Supply network:
Drawn at 4 px/um. Pins as bars on the die edge.
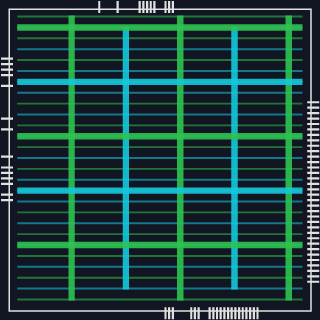
Cells colored by class:
Drawn at 4 px/um. Fill, decap, tap and diode cells in gray.
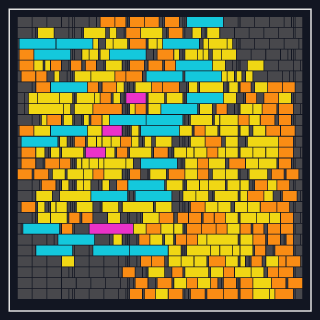
Clock network drawn from the DEF:
Drawn at 8 px/um.
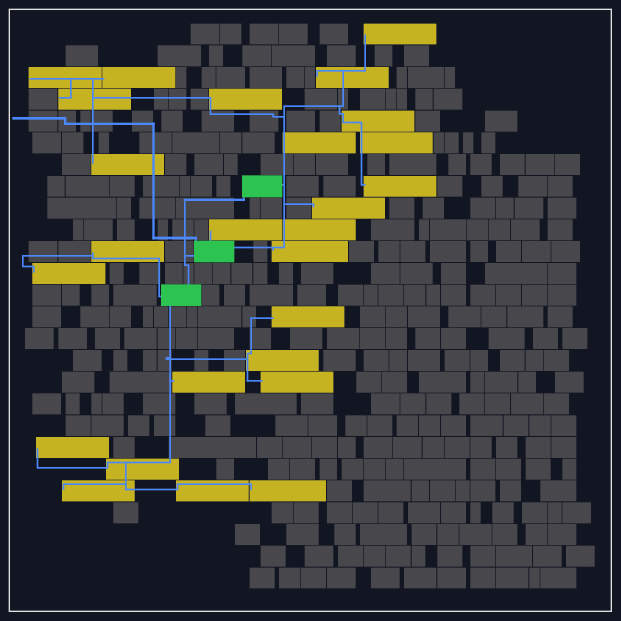
Signal wires by layer:
Drawn at 4 px/um. Two of the layers only.
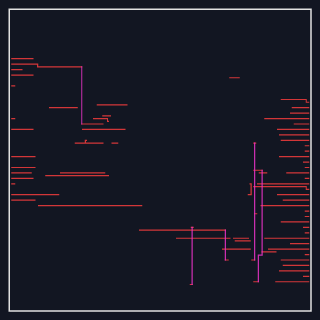
`config.mk`:
```
export PLATFORM = sky130hd
export DESIGN_NAME = hazard_forward_ctrl_flat
export DESIGN_NICKNAME = d
export VERILOG_FILES = /design/src/rtl/hazard_forward_ctrl_if.sv /design/src/rtl/hazard_forward_ctrl.sv /design/src/flat_wrapper.sv
export SDC_FILE = /design/constraint.sdc
export NUM_CORES = 1
export LEC_CHECK = 0
export CORE_MARGIN = 1.5
export CORE_UTILIZATION = 40
export DETAILED_ROUTE_END_ITERATION = 6
export HOLD_SLACK_MARGIN = 0.08
export PLACE_DENSITY = 0.76
export SETUP_SLACK_MARGIN = 0.1
export SLEW_MARGIN = 0
export SYNTH_ARGS = -nofsm -noshare
export SYNTH_HDL_FRONTEND = slang
export SYNTH_SLANG_ARGS = --single-unit
```
`constraint.sdc`:
```
create_clock -name clk -period 2 [get_ports clk]
set_input_delay 0.2 -clock clk [delete_from_list [all_inputs] [get_ports clk]]
set_output_delay 0.2 -clock clk [all_outputs]
set_load 0.005 [all_outputs]
```
`src/rtl/hazard_forward_ctrl_if.sv`:
```
// Pipeline-side bundle for the forwarding/hazard controller: register
// addresses, write enables and mul/div controls in, forward selects, stall
// controls and scoreboard status out.
interface hazard_forward_ctrl_if #(
  parameter int unsigned ADDR_W = 5,
  parameter int unsigned CNT_W  = 16
);
  // ID stage
  logic [ADDR_W-1:0] rsD;
  logic [ADDR_W-1:0] rtD;
  logic              branchD;
  logic              mdReqD;
  // EX stage
  logic [ADDR_W-1:0] rsE;
  logic [ADDR_W-1:0] rtE;
  logic [ADDR_W-1:0] wrAddrE;
  logic              regWeE;
  logic              memToRegE;
  logic              mdStartE;
  logic [ADDR_W-1:0] mdDestE;
  // MEM stage
  logic [ADDR_W-1:0] wrAddrM;
  logic              regWeM;
  logic              memToRegM;
  // WB stage
  logic [ADDR_W-1:0] wrAddrW;
  logic              regWeW;
  // Performance monitor
  logic              perfClr;
  // Controller outputs
  logic              forwardAD;
  logic              forwardBD;
  logic [1:0]        forwardAE;
  logic [1:0]        forwardBE;
  logic              stallF;
  logic              stallD;
  logic              flushE;
  logic              mdBusy;
  logic              mdDone;
  logic [CNT_W-1:0]  stallCnt;

  // Pipeline datapath side
  modport master (
    output rsD, rtD, branchD, mdReqD,
    output rsE, rtE, wrAddrE, regWeE, memToRegE, mdStartE, mdDestE,
    output wrAddrM, regWeM, memToRegM,
    output wrAddrW, regWeW,
    output perfClr,
    input  forwardAD, forwardBD, forwardAE, forwardBE,
    input  stallF, stallD, flushE, mdBusy, mdDone, stallCnt
  );

  // Hazard controller side
  modport slave (
    input  rsD, rtD, branchD, mdReqD,
    input  rsE, rtE, wrAddrE, regWeE, memToRegE, mdStartE, mdDestE,
    input  wrAddrM, regWeM, memToRegM,
    input  wrAddrW, regWeW,
    input  perfClr,
    output forwardAD, forwardBD, forwardAE, forwardBE,
    output stallF, stallD, flushE, mdBusy, mdDone, stallCnt
  );
endinterface

```
`src/rtl/hazard_forward_ctrl.sv`:
```
// Forwarding and hazard controller for the F/D/E/M/W pipeline: EX operand
// selects, ID branch-compare forwards, load-use / branch / mul-div stalls,
// a single-entry mul/div scoreboard and a saturating stall-cycle counter.
module hazard_forward_ctrl #(
  parameter int unsigned ADDR_W = 5,
  parameter int unsigned MD_LAT = 4,
  parameter bit          FWD_EN = 1'b1,
  parameter int unsigned CNT_W  = 16
) (
  input  logic                clk,
  input  logic                rst_n,
  hazard_forward_ctrl_if.slave bus
);

  // MD_LAT is at most 15, so four bits hold the reload value
  localparam int unsigned      LAT_W      = 4;
  localparam logic [LAT_W-1:0] LAT_RELOAD = LAT_W'(MD_LAT - 1);
  localparam logic [CNT_W-1:0] CNT_MAX    = '1;

  typedef enum logic {
    ST_IDLE = 1'b0,
    ST_BUSY = 1'b1
  } md_state_e;

  md_state_e         state_q, state_d;
  logic [LAT_W-1:0]  cnt_q, cnt_d;
  logic [ADDR_W-1:0] md_dest_q, md_dest_d;
  logic [CNT_W-1:0]  stall_cnt_q, stall_cnt_d;

  logic       md_busy_c;
  logic       md_done_c;
  logic       stall_c;
  logic       fwd_ad_c;
  logic       fwd_bd_c;
  logic [1:0] fwd_ae_c;
  logic [1:0] fwd_be_c;

  // Register 0 never matches; the producing stage must actually write
  function automatic logic hit(input logic [ADDR_W-1:0] src,
                               input logic [ADDR_W-1:0] dst,
                               input logic              we);
    return (src != '0) && (src == dst) && we;
  endfunction

  // Scoreboard status decoded from the FSM
  always_comb begin
    md_busy_c = (state_q == ST_BUSY);
    md_done_c = md_busy_c && (cnt_q == '0);
  end

  // Operand forwarding: M has priority over W in EX; ID compares only take M ALU results
  always_comb begin
    fwd_ae_c = 2'b00;
    fwd_be_c = 2'b00;
    fwd_ad_c = 1'b0;
    fwd_bd_c = 1'b0;
    if (FWD_EN) begin
      if (hit(bus.rsE, bus.wrAddrM, bus.regWeM))      fwd_ae_c = 2'b01;
      else if (hit(bus.rsE, bus.wrAddrW, bus.regWeW)) fwd_ae_c = 2'b10;
      if (hit(bus.rtE, bus.wrAddrM, bus.regWeM))      fwd_be_c = 2'b01;
      else if (hit(bus.rtE, bus.wrAddrW, bus.regWeW)) fwd_be_c = 2'b10;
      fwd_ad_c = hit(bus.rsD, bus.wrAddrM, bus.regWeM) && !bus.memToRegM;
      fwd_bd_c = hit(bus.rtD, bus.wrAddrM, bus.regWeM) && !bus.memToRegM;
    end
  end

  // Stall decision: OR of every hazard that the forwarding network cannot cover
  always_comb begin
    logic d_hit_e, d_hit_m, ld_use, br_haz, md_raw, md_struct, no_fwd;
    d_hit_e   = hit(bus.rsD, bus.wrAddrE, bus.regWeE) ||
                hit(bus.rtD, bus.wrAddrE, bus.regWeE);
    d_hit_m   = hit(bus.rsD, bus.wrAddrM, bus.regWeM) ||
                hit(bus.rtD, bus.wrAddrM, bus.regWeM);
    ld_use    = bus.memToRegE && d_hit_e;
    br_haz    = bus.branchD && (d_hit_e || (bus.memToRegM && d_hit_m));
    // The consumer waits through the mdDone cycle; the result is in WB only afterwards
    md_raw    = md_busy_c && (md_dest_q != '0) &&
                ((md_dest_q == bus.rsD) || (md_dest_q == bus.rtD));
    md_struct = md_busy_c && bus.mdReqD && !md_done_c;
    no_fwd    = !FWD_EN && (d_hit_e || d_hit_m);
    stall_c   = ld_use || br_haz || md_raw || md_struct || no_fwd;
  end

  // Scoreboard next state: a start always (re)launches, even mid-operation
  always_comb begin
    state_d   = state_q;
    cnt_d     = cnt_q;
    md_dest_d = md_dest_q;
    unique case (state_q)
      ST_IDLE: begin
        if (bus.mdStartE) begin
          state_d   = ST_BUSY;
          cnt_d     = LAT_RELOAD;
          md_dest_d = bus.mdDestE;
        end
      end
      ST_BUSY: begin
        if (bus.mdStartE) begin
          cnt_d     = LAT_RELOAD;
          md_dest_d = bus.mdDestE;
        end else if (cnt_q == '0) begin
          state_d = ST_IDLE;
        end else begin
          cnt_d = cnt_q - LAT_W'(1);
        end
      end
      default: state_d = ST_IDLE;
    endcase
  end

  // Stall-cycle counter: clear wins, otherwise count stalls and saturate
  always_comb begin
    stall_cnt_d = stall_cnt_q;
    if (bus.perfClr) begin
      stall_cnt_d = '0;
    end else if (stall_c && (stall_cnt_q != CNT_MAX)) begin
      stall_cnt_d = stall_cnt_q + CNT_W'(1);
    end
  end

  // State registers
  always_ff @(posedge clk or negedge rst_n) begin
    if (!rst_n) begin
      state_q     <= ST_IDLE;
      cnt_q       <= '0;
      md_dest_q   <= '0;
      stall_cnt_q <= '0;
    end else begin
      state_q     <= state_d;
      cnt_q       <= cnt_d;
      md_dest_q   <= md_dest_d;
      stall_cnt_q <= stall_cnt_d;
    end
  end

  assign bus.forwardAE = fwd_ae_c;
  assign bus.forwardBE = fwd_be_c;
  assign bus.forwardAD = fwd_ad_c;
  assign bus.forwardBD = fwd_bd_c;
  assign bus.stallF    = stall_c;
  assign bus.stallD    = stall_c;
  assign bus.flushE    = stall_c;
  assign bus.mdBusy    = md_busy_c;
  assign bus.mdDone    = md_done_c;
  assign bus.stallCnt  = stall_cnt_q;

endmodule

```
`src/flat_wrapper.sv`:
```
// flat-port wrapper written by rule: the top's interface ports become plain ports
module hazard_forward_ctrl_flat 
#(
  parameter int unsigned ADDR_W = 5,
  parameter int unsigned MD_LAT = 4,
  parameter bit          FWD_EN = 1'b1,
  parameter int unsigned CNT_W  = 16
)
  (clk, rst_n, bus_rsD, bus_rtD, bus_branchD, bus_mdReqD, bus_rsE, bus_rtE, bus_wrAddrE, bus_regWeE, bus_memToRegE, bus_mdStartE, bus_mdDestE, bus_wrAddrM, bus_regWeM, bus_memToRegM, bus_wrAddrW, bus_regWeW, bus_perfClr, bus_forwardAD, bus_forwardBD, bus_forwardAE, bus_forwardBE, bus_stallF, bus_stallD, bus_flushE, bus_mdBusy, bus_mdDone, bus_stallCnt);
  hazard_forward_ctrl_if #(.ADDR_W(ADDR_W), .CNT_W(CNT_W)) bus_i ();
  input  logic clk;
  input  logic rst_n;
  input wire logic [$bits(bus_i.rsD)-1:0] bus_rsD;
  input wire logic [$bits(bus_i.rtD)-1:0] bus_rtD;
  input wire logic [$bits(bus_i.branchD)-1:0] bus_branchD;
  input wire logic [$bits(bus_i.mdReqD)-1:0] bus_mdReqD;
  input wire logic [$bits(bus_i.rsE)-1:0] bus_rsE;
  input wire logic [$bits(bus_i.rtE)-1:0] bus_rtE;
  input wire logic [$bits(bus_i.wrAddrE)-1:0] bus_wrAddrE;
  input wire logic [$bits(bus_i.regWeE)-1:0] bus_regWeE;
  input wire logic [$bits(bus_i.memToRegE)-1:0] bus_memToRegE;
  input wire logic [$bits(bus_i.mdStartE)-1:0] bus_mdStartE;
  input wire logic [$bits(bus_i.mdDestE)-1:0] bus_mdDestE;
  input wire logic [$bits(bus_i.wrAddrM)-1:0] bus_wrAddrM;
  input wire logic [$bits(bus_i.regWeM)-1:0] bus_regWeM;
  input wire logic [$bits(bus_i.memToRegM)-1:0] bus_memToRegM;
  input wire logic [$bits(bus_i.wrAddrW)-1:0] bus_wrAddrW;
  input wire logic [$bits(bus_i.regWeW)-1:0] bus_regWeW;
  input wire logic [$bits(bus_i.perfClr)-1:0] bus_perfClr;
  output wire logic [$bits(bus_i.forwardAD)-1:0] bus_forwardAD;
  output wire logic [$bits(bus_i.forwardBD)-1:0] bus_forwardBD;
  output wire logic [$bits(bus_i.forwardAE)-1:0] bus_forwardAE;
  output wire logic [$bits(bus_i.forwardBE)-1:0] bus_forwardBE;
  output wire logic [$bits(bus_i.stallF)-1:0] bus_stallF;
  output wire logic [$bits(bus_i.stallD)-1:0] bus_stallD;
  output wire logic [$bits(bus_i.flushE)-1:0] bus_flushE;
  output wire logic [$bits(bus_i.mdBusy)-1:0] bus_mdBusy;
  output wire logic [$bits(bus_i.mdDone)-1:0] bus_mdDone;
  output wire logic [$bits(bus_i.stallCnt)-1:0] bus_stallCnt;
  assign bus_i.rsD = bus_rsD;
  assign bus_i.rtD = bus_rtD;
  assign bus_i.branchD = bus_branchD;
  assign bus_i.mdReqD = bus_mdReqD;
  assign bus_i.rsE = bus_rsE;
  assign bus_i.rtE = bus_rtE;
  assign bus_i.wrAddrE = bus_wrAddrE;
  assign bus_i.regWeE = bus_regWeE;
  assign bus_i.memToRegE = bus_memToRegE;
  assign bus_i.mdStartE = bus_mdStartE;
  assign bus_i.mdDestE = bus_mdDestE;
  assign bus_i.wrAddrM = bus_wrAddrM;
  assign bus_i.regWeM = bus_regWeM;
  assign bus_i.memToRegM = bus_memToRegM;
  assign bus_i.wrAddrW = bus_wrAddrW;
  assign bus_i.regWeW = bus_regWeW;
  assign bus_i.perfClr = bus_perfClr;
  assign bus_forwardAD = bus_i.forwardAD;
  assign bus_forwardBD = bus_i.forwardBD;
  assign bus_forwardAE = bus_i.forwardAE;
  assign bus_forwardBE = bus_i.forwardBE;
  assign bus_stallF = bus_i.stallF;
  assign bus_stallD = bus_i.stallD;
  assign bus_flushE = bus_i.flushE;
  assign bus_mdBusy = bus_i.mdBusy;
  assign bus_mdDone = bus_i.mdDone;
  assign bus_stallCnt = bus_i.stallCnt;
  hazard_forward_ctrl #(.ADDR_W(ADDR_W), .MD_LAT(MD_LAT), .FWD_EN(FWD_EN), .CNT_W(CNT_W)) u_core (.clk(clk), .rst_n(rst_n), .bus(bus_i));
endmodule
```
==> summary.rpt <==
RUN METRICS
----------------------------------------------------
[Outcome]
  Result of the run ........................ finished, violations left
  Violations in the final reports ........................ negative setup slack

[Cells and area]
  Antenna diode count ........................ 0
  End-of-flow core utilization ........................ 71.74%

[Critical path]
  Cell-by-cell trace of the critical path ........................ xnor2_1, nand3_1, nor3_2, o221ai_2, and4_4, buf_6, buf_12, buf_4, nor4_4, mux2_4
  Largest fanout on the critical path ........................ 8
  Required time at the endpoint of the critical path ........................ 2.16 ns
  Sort of element at the end of the critical path ........................ flip-flop
  Category of the worst setup path launch point ........................ flip-flop
  R2R cell count ........................ 10
  Class of the most critical setup path ........................ reg2reg
  CP arrival ........................ 2.53 ns

[Synth]
  Number of synthesis warnings ........................ 0
  Adder-cell share of the synthesized area ........................ 1.204%
  Leading cell type by number of instances after synthesis ........................ xnor2_1
  Most used flip-flop cell after synthesis ........................ dfrtp_1
  Number of enable flip-flop cells ........................ 0
  AND-OR/OR-AND Cells, Area Fraction ........................ 5.960%
  Main logic family ........................ simple AND/OR/NAND/NOR gates
  Top cells by count ........................ 36 x xnor2_1, 26 x dfrtp_1, 17 x xor2_1
  Post-Syn Nets ........................ 280
  Post-Syn Area per Cell ........................ 9.155 um^2

[Final timing]
  Setup TNS after final layout ........................ -4.777 ns
  PnR worst setup slack ........................ -0.3648 ns
  Number of setup violations in the final report ........................ 18

[Die]
  Floorplan core density ........................ 41.22%
  Placeable core area ........................ 5042 um^2

[Power and ir drop]
  Power per cell area ........................ 524.4 nW/um^2
  Total power ........................ 1.897 mW

[Global routing]
  Via count of the first global-routing pass ........................ 2,181
  Wire length of the first global-routing pass ........................ 10,470 um
  GRT Resource Usage Total ........................ 24.21%

[Route]
  Post-DR vias/cell ........................ 5.414
  Violation count after the first detailed-routing iteration ........................ 156
  DRC violations left ........................ 0

[Placement]
  Number of buffers added on ports ........................ 77

[CTS]
  CTS root buffer ........................ clkbuf_8
  Number of buffers added by the clock tree synthesis step ........................ 3

----------------------------------------------------
About 'supply network':
Key: VSS = green; VDD = cyan
78 signal pins sit on the boundary. The core has 26 rows.

About 'cells colored by class':
Key: registers = cyan [cells 26, share of their area 19%]; remaining logic cells = yellow [cells 189, share of their area 46%]; remaining buffers and delay cells = orange [cells 131, share of their area 33%]; clock drivers and dummy loads = magenta [cells 4, share of their area 2.0%]
share of the final layout cell area in sequential cells: 18.06%
number of rows created at floorplan: 26

About 'clock network drawn from the DEF':
Key: clock wires = blue [length 312 um]; flip-flops = yellow [count 26]; clock-net drivers = green [count 3]
There are 4 routed clock nets.
power consumed by the clock network: 0.438 mW
insertion delay at the late pin of the worst-skew pair: 0.27 ns
Clk network pwr share: 23.1%
setup skew after layout: 0.001138 ns

About 'signal wires by layer':
Key: M4 = magenta [wire length 94.1 um]; M3 = red [wire length 432 um]

## report_power, final
group / internal [mW] / leakage, nW / switching [mW]
sequential: 0.576 / 0.336 / 0.0487
clock: 0.268 / 0.0357 / 0.170
combinational: 0.452 / 1.11 / 0.382
total: 1.30 / 1.48 / 0.601
## routing by layer
metal / up-vias / part of all wire, % / global-route usage, %
met4: 0 / 1.3 / 4.040
met3: 12 / 6.0 / 2.811
met2: 97 / 50 / 41.59
li1: 1061 / - / -
met1: 1104 / 43 / 33.33
met5: - / 0 / 0
## cell type report
class | count | area, um^2
clock buffer | 3 | 41.29
clock inverter | 1 | 30.03
fill | 375 | 1425
inverter | 3 | 13.76
multi-input combinational | 186 | 1610
sequential | 26 | 653.1
tap | 70 | 87.58
timing repair buffer | 131 | 1181
Power figures rest on the tool's default switching activity, not on a simulated workload.
